===== config.mk =====
export PLATFORM = sky130hd
export DESIGN_NAME = tc_timer
export DESIGN_NICKNAME = d
export VERILOG_FILES = /design/src/rtl/tc_timer.sv
export SDC_FILE = /design/constraint.sdc
export NUM_CORES = 1
export LEC_CHECK = 0
export ABC_AREA = 1
export ABC_CLOCK_PERIOD_IN_PS = 3100
export CAP_MARGIN = 20
export CORE_UTILIZATION = 60
export DETAILED_ROUTE_END_ITERATION = 7
export DONT_BUFFER_PORTS = 1
export GPL_ROUTABILITY_DRIVEN = 0
export PLACE_DENSITY = 0.76
export SYNTH_ARGS = -nofsm -noshare
export SYNTH_HDL_FRONTEND = slang
export SYNTH_SLANG_ARGS = --single-unit
export TNS_END_PERCENT = 50

===== constraint.sdc =====
create_clock -name clk -period 3.1 [get_ports clk]
set_input_delay 0.465 -clock clk [delete_from_list [all_inputs] [get_ports clk]]
set_output_delay 0.465 -clock clk [all_outputs]
set_load 0.01 [all_outputs]

===== src/rtl/tc_timer.sv =====
// Memory-mapped countdown timer: CTRL/PRESET/COUNT registers on the data bus,
// one-shot or auto-reload counting with a maskable level interrupt.
module tc_timer (
    input  logic        clk,
    input  logic        reset,
    input  logic [31:0] Addr,
    input  logic        WE,
    input  logic [31:0] DIN,
    output logic [31:0] DOUT,
    output logic        IRQ
);

    typedef enum logic [1:0] {
        S_IDLE,
        S_LOAD,
        S_CNT,
        S_INT
    } state_e;

    localparam logic [1:0] A_CTRL   = 2'd0;
    localparam logic [1:0] A_PRESET = 2'd1;
    localparam logic [1:0] A_COUNT  = 2'd2;

    localparam logic [1:0] MODE_RELOAD = 2'b01;

    state_e      state_q, state_d;
    logic        en_q, en_d;
    logic [1:0]  mode_q, mode_d;
    logic        im_q, im_d;
    logic [31:0] preset_q, preset_d;
    logic [31:0] count_q, count_d;
    logic        irq_q, irq_d;

    logic [1:0]  reg_sel;
    logic        wr_ctrl;
    logic        wr_preset;
    logic        auto_reload;
    logic        unused_addr;

    assign reg_sel     = Addr[3:2];
    assign unused_addr = ^{Addr[31:4], Addr[1:0]};

    assign wr_ctrl     = WE && (reg_sel == A_CTRL);
    assign wr_preset   = WE && (reg_sel == A_PRESET);
    assign auto_reload = (mode_q == MODE_RELOAD);

    always_comb begin
        state_d  = state_q;
        en_d     = en_q;
        mode_d   = mode_q;
        im_d     = im_q;
        preset_d = preset_q;
        count_d  = count_q;
        irq_d    = irq_q;

        unique case (state_q)
            S_IDLE: begin
                if (en_q) begin
                    state_d = S_LOAD;
                end
            end
            S_LOAD: begin
                count_d = preset_q;
                state_d = S_CNT;
            end
            S_CNT: begin
                if (!en_q) begin
                    state_d = S_IDLE;
                end else if (count_q == 32'd0) begin
                    state_d = S_INT;
                    irq_d   = 1'b1;
                end else begin
                    count_d = count_q - 32'd1;
                end
            end
            S_INT: begin
                if (auto_reload) begin
                    irq_d   = 1'b0;
                    state_d = S_LOAD;
                end else begin
                    en_d    = 1'b0;
                    state_d = S_IDLE;
                end
            end
            default: begin
                state_d = S_IDLE;
            end
        endcase

        // CPU writes come last so they override same-cycle FSM updates
        if (wr_ctrl) begin
            en_d   = DIN[0];
            mode_d = DIN[2:1];
            im_d   = DIN[3];
            irq_d  = 1'b0;
        end

        if (wr_preset) begin
            preset_d = DIN;
            irq_d    = 1'b0;
        end
    end

    always_ff @(posedge clk or negedge reset) begin
        if (!reset) begin
            state_q  <= S_IDLE;
            en_q     <= 1'b0;
            mode_q   <= 2'b00;
            im_q     <= 1'b0;
            preset_q <= 32'd0;
            count_q  <= 32'd0;
            irq_q    <= 1'b0;
        end else begin
            state_q  <= state_d;
            en_q     <= en_d;
            mode_q   <= mode_d;
            im_q     <= im_d;
            preset_q <= preset_d;
            count_q  <= count_d;
            irq_q    <= irq_d;
        end
    end

    always_comb begin
        DOUT = 32'd0;
        unique case (reg_sel)
            A_CTRL:   DOUT = {28'd0, im_q, mode_q, en_q};
            A_PRESET: DOUT = preset_q;
            A_COUNT:  DOUT = count_q;
            default:  DOUT = 32'd0;
        endcase
    end

    assign IRQ = irq_q & im_q;

endmodule

met1.png
(4 px per um)
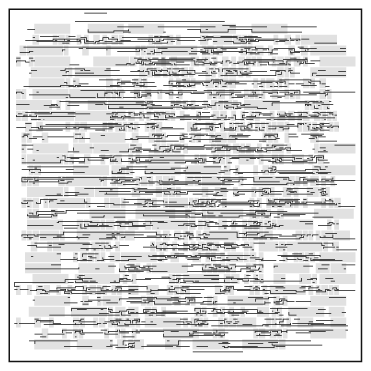
share of all routed wire: 44%
nets with wire on the layer: 619
wire length on this layer: 5210 um
met1 demand-to-capacity share in global routing: 0.472
Detailed Route WL: 11900 um

met2.png
(6 px per um)
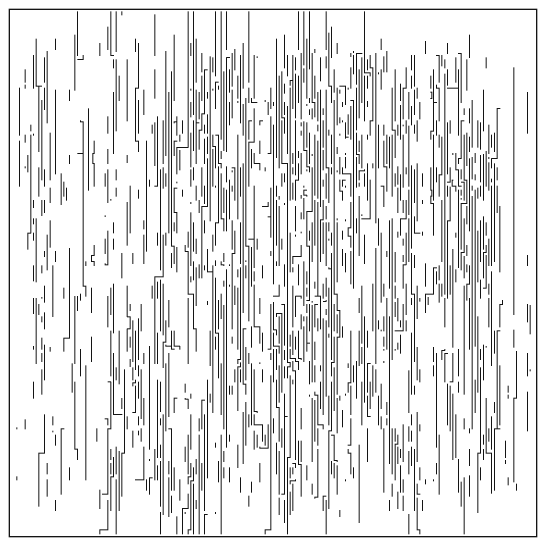
share of all routed wire: 44%
nets with wire on the layer: 547
longest straight run: 41.1 um
met2 global-route usage: 0.475
Vias: 4322

met3.png
(3 px per um)
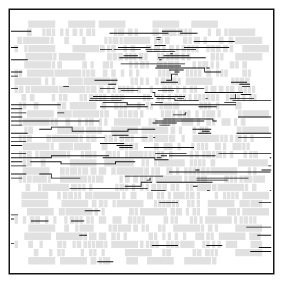
longest straight run: 33.6 um
wire length on this layer: 1170 um
share of all routed wire: 9.9%
met3 usage in global routing: 0.0773

==> flow report <==
=================================================================================
Mean number of vias per cell                                                 5.74
Comb. cell area                                                       0.00221 mm2
Setup_tns                                                                    0 ps
Resized cells post-CTS                                                          0
Worst-path maximum fanout                                                      39
Number of antenna violations at the first check in global routing               0
Clock latency reported for the late side of the worst-skew pair            370 ps
Hold violation count in the final report                                        0
Fillers                                                                       654
Number of buffers inserted during clock tree synthesis                          9
Antenna violation net count after detailed routing                              0
Cell types with the largest area share after synthesis               sky130_fd_sc_hd__dfrtp_1 (40%), sky130_fd_sc_hd__nand2_1 (16%), sky130_fd_sc_hd__nor2_1 (8.3%)
Hold Crit Class                                                            in2reg
Max transition margin                                                       0.462
Main combinational cell family by area after synthesis               simple AND/OR/NAND/NOR gates
Combined buffer and inverter count along the critical path                      1
Post-synthesis share of cell area spent on xor and xnor gates              0.0159
IR Drop Worst-Case VDD                                                 0.000651 V
Fraction of final layout cells sized beyond drive strength 1               0.0639
Element type at the critical path end                                   flip-flop
Slowest-stage cell, CP                                               sky130_fd_sc_hd__nand2_2
Area growth from synthesis to layout                                        6.62%
Cell occurring most often along the worst timing path                sky130_fd_sc_hd__nand2_2
Transition time of the tightest slew-check pin                             804 ps
Number of global-route vias before repair                                    3823
Portion of the post-synthesis area used by sequential elements              0.404
Core area                                                             0.00694 mm2
Num rows                                                                       30
Clock H-tree levels                                                             3
Skew final                                                                13.0 ps
Register bit total from synthesis                                              71
Pins Over Slew Limit                                                            0
Outcome                                                              finished, final reports clean
Yosys-reported design area after synthesis                            0.00440 mm2
Number of maximum-capacitance constraint violations                             0
Clock transition at path regs                                               80 ps
Maximum achievable frequency                                            0.427 GHz
RSZ-0062 raised after global routing                                           no
Area of the die                                                       0.00769 mm2
Hpwl dp                                                                   8210 um
Clock tree from TritonCTS                                                   built
Maximum number of pins on one net before global-route repair                   72
Most common library cell in the layout ignoring fill and taps        sky130_fd_sc_hd__nand2_1
Final cycle utilization of the critical path                                0.755
Total setup violations reported at the end of the flow                          0
Total power                                                               4140 uW
PD cells                                                               882 mW/mm2
Distinct cell type count after synthesis                                       25
Sequential standard cell area                                         0.00178 mm2
Worst Path Class, Setup                                                   reg2reg
Synthesized instance count                                                    658
Mapped Area                                                           0.00440 mm2
Maximum buffer depth of the clock tree                                          2
Leak pwr                                                               0.00234 uW
Maximum cell stage delay along the critical path                           480 ps
Die width                                                                 87.7 um
Yosys top cell area share                                                   0.404
Post-synthesis average cell area                                         6.69 um2
Share of synthesized cell area in and-or and or-and compound cells          0.117
Total overflow reported by the global router                                    0
Number of inserted diodes                                                       0
Total iterations of the first detailed-routing run                              6
Initial DRC count                                                             561
Final critical path time including I/O delays and setup                   2340 ps
Number of design rule violations left after detail routing                      0
Global-route wire length before repair                                   18700 um
Yosys synthesis warning count                                                   0
Yosys stat cell total                                                         658
Area leader, netlist                                                 sky130_fd_sc_hd__dfrtp_1
I/O Buffers                                                                     0
Required time at the endpoint of the critical path                        3350 ps
DIE HEIGHT                                                                87.7 um
Layout Nets                                                                   720
Clock root buffer master                                             sky130_fd_sc_hd__clkbuf_8
Crit path arrival time                                                    2590 ps
Sink count of the clock tree                                                   71
=================================================================================
met4.png
(3 px per um)
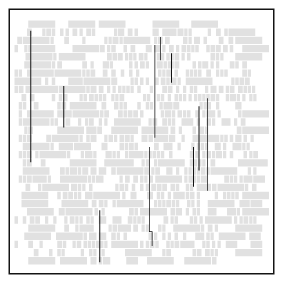
nets with wire on the layer: 7
share of all routed wire: 1.8%

final_congestion.png
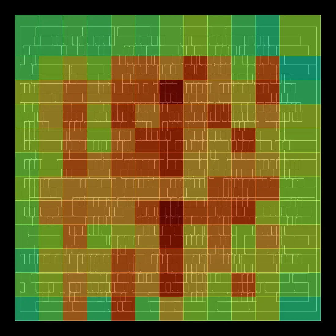
post-layout utilization of the core: 0.676
busiest layer in global routing: met2
routed wirelength normalized by instance count: 15.8 um
total track usage: 0.326

what timing repair did:
action / CTS / global route
hold buffers: 2 / 0
buffers inserted: 0 / 0
endpoints found under the hold margin: 71 / 0
endpoints found under the setup margin: 0 / 0
synthesized netlist by cell type:
cell type                  number
sky130_fd_sc_hd__ha_1           1
sky130_fd_sc_hd__nor3_1         2
sky130_fd_sc_hd__o21ai_0       37
sky130_fd_sc_hd__nor2_1        97
sky130_fd_sc_hd__nand3_2        1
sky130_fd_sc_hd__clkbuf_1      18
sky130_fd_sc_hd__o211ai_1       3
sky130_fd_sc_hd__xor2_1         8
sky130_fd_sc_hd__buf_1          2
sky130_fd_sc_hd__o221ai_1       1
sky130_fd_sc_hd__o21a_1         1
sky130_fd_sc_hd__inv_1         82
sky130_fd_sc_hd__o22ai_1       24
sky130_fd_sc_hd__nand2_1      189
sky130_fd_sc_hd__nand2_2        4
sky130_fd_sc_hd__nor2_2         2
sky130_fd_sc_hd__nand3_1       70
sky130_fd_sc_hd__mux2_2         6
sky130_fd_sc_hd__buf_2          4
sky130_fd_sc_hd__buf_6          2
sky130_fd_sc_hd__o21ai_4        1
sky130_fd_sc_hd__a21oi_1       25
sky130_fd_sc_hd__nand4_1        5
sky130_fd_sc_hd__dfrtp_1       71
sky130_fd_sc_hd__nor2_4         2
flip-flops by register name, summed over array words and instances, names as in the netlist:
signal / count
irq_q: 1
im_q: 1
mode_q: 2
preset_q: 32
state_q: 2
en_q: 1
count_q: 32
cell type report:
type	instances	share of cell area
repair buffers	9	0.0235
clock inverters	6	0.00773
multi-input cells	479	0.470
flip-flops and latches	71	0.378
inverters	82	0.0656
well taps	96	0.0256
clock buffers	10	0.0293
per-layer routing:
metal | up-vias | track usage | share of wire
met1 | 1982 | 0.472 | 0.44
li1 | 2087 | - | -
met3 | 22 | 0.0773 | 0.098
met2 | 231 | 0.475 | 0.44
met4 | 0 | 0.124 | 0.018
met5 | - | 0 | 0
path summary, 6_finish.rpt:
path / startpoint / end / slack [ps] / cells past startpoint
max in group asynchronous: reset / count_q[12] / 2140 / 2
hold / removal: DIN[4] / preset_q[4] / 240 / 1
hold reg to reg: preset_q[2] / preset_q[2] / 500 / 2
setup reg to reg: count_q[0] / count_q[30] / 760 / 9
min in group asynchronous: reset / preset_q[5] / 630 / 2
setup / recovery: count_q[0] / count_q[30] / 760 / 9
through the flow:
| stage | hold WS, ps | setup WS (ps) | cell area [um2] | cells | utilization |
|---|---|---|---|---|---|
| final | 241 | 760 | 4690 | 753 | 0.676 |
| after global placement | 171 | 877 | 4460 | 734 | 0.642 |
| after global routing | 233 | 528 | 4690 | 753 | 0.676 |
| after detailed placement | 171 | 830 | 4460 | 734 | 0.642 |
| after floorplan | 169 | 1220 | 4400 | 658 | - |
| after CTS | 239 | 805 | 4670 | 752 | 0.672 |
worst register-to-register path: cells and delay by family (launching register included):
family | cells | cell delay, ps
and+or+nand+nor | 6 | 1310
DFF | 1 | 380
AOI/OAI and AO/OA | 1 | 140
buffers and inverters | 1 | 120
adders and majority gates | 1 | 270
report_power, final:
part	switching, uW	internal (uW)	leakage, uW
Clock	369	307	0.0000918
Sequential	303	1230	0.000839
Combinational	1320	614	0.00141
Total	1990	2150	0.00234
No activity file was given, so power comes from the tool's default toggle rates.
